==> run_1/congestion.png <==
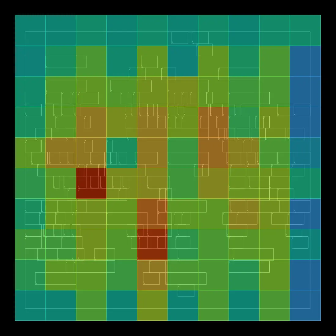
==> run_1/wires.png <==
Two of the layers only.
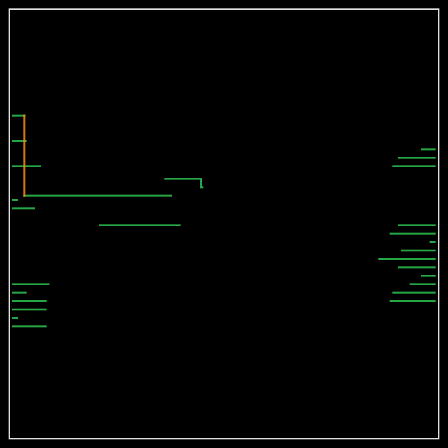
==> run_1/io_placement.png <==
Pins as bars across the die edge, other pins in gray.
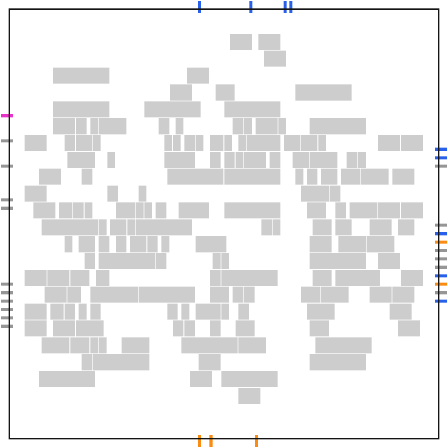
==> config.mk <==
export PLATFORM = sky130hd
export DESIGN_NAME = adder_accumulator
export DESIGN_NICKNAME = d
export VERILOG_FILES = /design/src/rtl/adder_accumulator.sv
export SDC_FILE = /design/constraint.sdc
export NUM_CORES = 1
export LEC_CHECK = 0
export CORE_MARGIN = 2
export CORE_UTILIZATION = 31
export DETAILED_ROUTE_END_ITERATION = 12
export SLEW_MARGIN = 20
export SYNTH_ARGS = -nofsm -noshare
export SYNTH_HDL_FRONTEND = slang
export SYNTH_SLANG_ARGS = --single-unit
export TNS_END_PERCENT = 100
==> constraint.sdc <==
create_clock -name clk -period 3.3 [get_ports clk]
set_clock_uncertainty 0.2 [all_clocks]
set_input_delay 0.66 -clock clk [delete_from_list [all_inputs] [get_ports clk]]
set_output_delay 0.66 -clock clk [all_outputs]
set_load 0.05 [all_outputs]
==> reports/metrics.cfg, run 1 <==
[synthesis]
syn_area_sq_um=1310
yosys.cell_types.count=39
yosys_warnings=0
edf_count=0
synthTopCellsByArea=dfrtp_1, ha_1, nand2_1, o21ai_1, a22o_1
synth_seq_share=0.400
synth.avg_cell_area_sq_um=9.65
yosysTopAreaCellShare=0.400

[cts]
ctsHoldBuffers=0
cts_tree=done
cts.sinks=21
ctsResizeCount=0
cts.htree.levels=1

[timing]
rsz0062_at_grt=false
fin_tns_setup_ps=0
max_clock_freq_mhz=334
slew_violations=0
fin_crit_sh=0.906
hold_ws_ps=326

[setup_path]
worstSetupEndpointType=output pin
cp.required_ps=2440
critical_path.max_fanout=11
rrSetupSlack_ps=950
reg2reg_depth=6
start_kind=flop

[global_route]
grt_max_degree=31
grt_pass1_wl_mm=4.93
antenna_found_initial=0
grt_pass1_vias=1086

[job]
max_cap_violations=0
warning_count=29

[layout]
fin_nets=195
area_delta_synth_final_pct=29.9
antenna_cells=0
fillers=407
layout.area.comb_sq_um=742

[route]
firstDrtPassIters=4
ant_nets=0

[floorplanning]
die_area_sq_um=4770

[placed_design]
hpwlAfterDp_mm=2.08

[run_status]
status=completed

About congestion.png:
Routed WL per cell: 12.8 um
global routing's busiest layer: met2
met3 Use GR: 0.0249

About wires.png:
| layer | color | wire length |
|---|---|---|
| metal 3 | green | 149 um |
| metal 4 | orange | 12.9 um |
WL final: 2.79 mm
DR vias: 1094
gr usage total: 0.124

About io_placement.png:
| port | color | pins | direction | edge |
|---|---|---|---|---|
| `clk` | magenta | 1 | input | left |
| `sum` | blue | 9 | output | 5 right, 4 top |
| `carry_count` | orange | 5 | output | 3 bottom, 2 right |
all pins by edge: 13 right, 11 left, 4 top, 3 bottom
I/O Buffers: 30
horizontal die size: 69.1 um
Die Span Y: 69.1 um

[run 1: cells by family (layout without fill, tap and decap cells)]
family / count (synthesis) / count (layout) / synth area share
multiplexers: 5 / 5 / 0.0391
AND-OR/OR-AND: 43 / 43 / 0.228
flip-flops: 21 / 21 / 0.400
AND/OR/NAND/NOR: 42 / 42 / 0.149
buffers and inverters: 10 / 41 / 0.0410
adder cells (fa/ha/maj): 13 / 13 / 0.130
XOR/XNOR: 2 / 2 / 0.0133
[run 1: metrics by stage]
step                utilization  setup WS (ps)  area, sq um
finish                    0.423            309         1710
CTS                       0.421            342         1700
global placement          0.410            483         1650
global route              0.423            213         1710
detailed placement        0.410            435         1650
floorplan                     -            967         1310
[run 1: critical path, cell delays in order, from the launching register on]
cell and delay [ps]:
dfrtp_1 400, inv_1 80, ha_1 470, clkdlybuf4s50_1 910
[run 1: cells in the mapped netlist (2+ instances only)]
cell type and count:
dfrtp_1 21, nand2_1 15, ha_1 12, o21ai_1 10
nor2_1 9, a21oi_1 7, o21ai_0 6, a22o_1 5
inv_1 5, nand3_1 5, nor3_1 5, mux2i_1 4
a21o_1 3, a211oi_2 2, buf_4 2, nand2b_1 2
[run 1: metal layers]
metal,routed length (um),global-route usage
met1,1350,0.172
met2,1280,0.198
met4,12,0.0305
met3,148,0.0249
met5,0,0
[run 1: where the power goes]
group	internal [mW]	total [mW]	switching, mW	leakage (nW)
clock	0.0859	0.172	0.0857	0.0228
sequential	0.332	0.398	0.0665	0.279
combinational	0.314	0.881	0.568	0.465
[run 1: final cells by class]
type,instances,share of cell area
multi-input combinational,105,0.435
sequential,21,0.308
timing repair buffer,31,0.180
tap,50,0.0367
clock buffer,4,0.0264
inverter,6,0.0132
==> inputs of run 2 (changes only) <==
CTS_CLUSTER_SIZE = 28   (was not set)
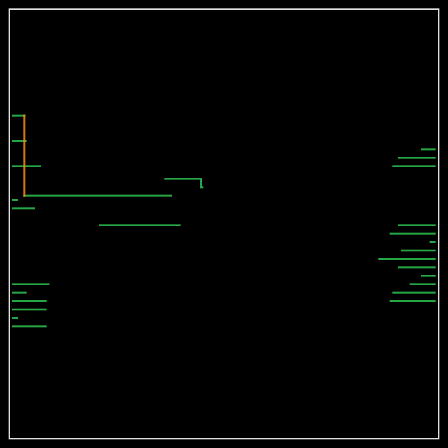
(run_2/wires.png)
Two of the layers only.
| layer | color | wire length |
|---|---|---|
| metal 4 | orange | 12.9 um |
| metal 3 | green | 149 um |

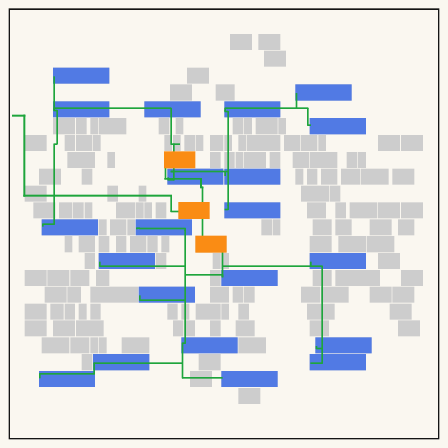
(run_2/clk_routes.png)
[flip-flops] blue | count: 21
[clock drivers] orange | count: 3
[clock wires] green | length: 306 um
routed clock nets: 4
Late-Pin Clk Latency: 260 ps
Clock Power Share: 0.118
Clk power: 0.172 mW

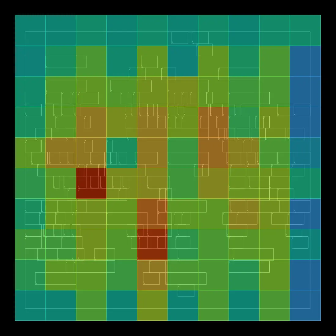
(run_2/congestion.png)
met2 usage in global routing: 0.198
met1 Track Usage GR: 0.172
utilization of the core after routing: 0.423

==> run 2 against run 1 <==
Fmax unchanged. Register-to-register slack about the same. Die area unchanged. Final cell count unchanged. Clock power about the same. Sequential power about the same. Setup slack unchanged. Sequential share of layout area unchanged. Hold slack unchanged. Global-route usage unchanged. Non-clock buffer count unchanged. Largest cell class unchanged.
==> reports/metrics.cfg, run 2 <==
[run_status]
status=completed  ; unchanged

[cts]
cts_tree=done  ; unchanged
ctsHoldBuffers=0  ; unchanged
cts.htree.levels=1  ; unchanged
cts.sinks=21  ; unchanged

[placed_design]
port_buffers=30  ; unchanged
placed_area_sq_um=1650  ; unchanged
hpwlAfterDp_mm=2.08  ; unchanged

[route]
firstDrtPassIters=4  ; unchanged
wl_met3_um=148  ; unchanged
ant_nets=0  ; unchanged
wl_met1_mm=1.35  ; unchanged
drt_wl_total_mm=2.79  ; unchanged
highest_layer=met4  ; unchanged
num_vias=1094  ; unchanged
wl_per_cell_um=12.8  ; unchanged

[layout]
area_delta_synth_final_pct=29.9  ; unchanged
antenna_cells=0  ; unchanged
final_cell_area_sq_um=1710  ; unchanged

[setup_path]
cp.required_ps=2440  ; about the same
worstSetupEndpointType=output pin  ; unchanged
reg2reg_depth=6  ; unchanged
rrSetupSlack_ps=950  ; about the same
start_kind=flop  ; unchanged

[timing]
fin_tns_setup_ps=0  ; unchanged
fin_crit_sh=0.906  ; unchanged
hold_ws_ps=326  ; unchanged
rsz0062_at_grt=false  ; unchanged
slew_violations=0  ; unchanged
max_clock_freq_mhz=334  ; unchanged

[global_route]
grt_pass1_wl_mm=4.93  ; unchanged
grt_max_degree=31  ; unchanged
gr-usage-all-layers=0.124  ; unchanged
grt_pass1_vias=1086  ; unchanged

[synthesis]
yosysTopAreaCellShare=0.400  ; unchanged
yosys.cell_types.count=39  ; unchanged
synth.avg_cell_area_sq_um=9.65  ; unchanged
syn_area_sq_um=1310  ; unchanged
synthTopCellsByArea=dfrtp_1, ha_1, nand2_1, o21ai_1, a22o_1  ; unchanged
synth_seq_share=0.400  ; unchanged
yosys_warnings=0  ; unchanged
edf_count=0  ; unchanged

[job]
max_cap_violations=0  ; unchanged

[floorplanning]
dieWidth_um=69.1  ; unchanged
die_area_sq_um=4770  ; unchanged
die-height_um=69.1  ; unchanged

-- run 2: cell type report --
type	instances	area [sq um]
Clock buffer	4	45.0
Fill cell	407	2320
Inverter	6	22.5
Multi-Input combinational cell	105	742
Sequential cell	21	526
Tap cell	50	62.6
Timing Repair Buffer	31	308
-- run 2: worst max-delay path, cell delays in order (launching register included) --
cell and delay (ps):
dfrtp_1 400, inv_1 80, ha_1 470, clkdlybuf4s50_1 910
-- run 2: metal layers --
layer | vias up | track usage
li1 | 557 | -
met1 | 505 | 0.172
met2 | 30 | 0.198
met3 | 2 | 0.0249
met4 | 0 | 0.0305
met5 | - | 0
-- run 2: stage by stage --
stage	utilization	power (mW)
floorplan	-	1.08
global placement	0.410	1.26
detailed placement	0.410	1.28
CTS	0.421	1.46
global route	0.423	1.58
finish	0.423	1.45
-- run 2: report_power, final --
group | total [mW] | internal (mW) | switching [mW] | leakage, nW
Sequential | 0.398 | 0.332 | 0.0665 | 0.279
Combinational | 0.881 | 0.314 | 0.568 | 0.465
Clock | 0.172 | 0.0859 | 0.0857 | 0.0228
Total | 1.45 | 0.732 | 0.720 | 0.767
-- run 2: kinds of logic after synthesis --
group                    Yosys count  share of synthesized area
adder cells (fa/ha/maj)           13                      0.130
AND-OR/OR-AND                     43                      0.228
buffers and inverters             10                     0.0410
flip-flops                        21                      0.400
multiplexers                       5                     0.0391
AND/OR/NAND/NOR                   42                      0.149
XOR/XNOR                           2                     0.0133
No activity file was given, so power comes from the tool's default toggle rates.
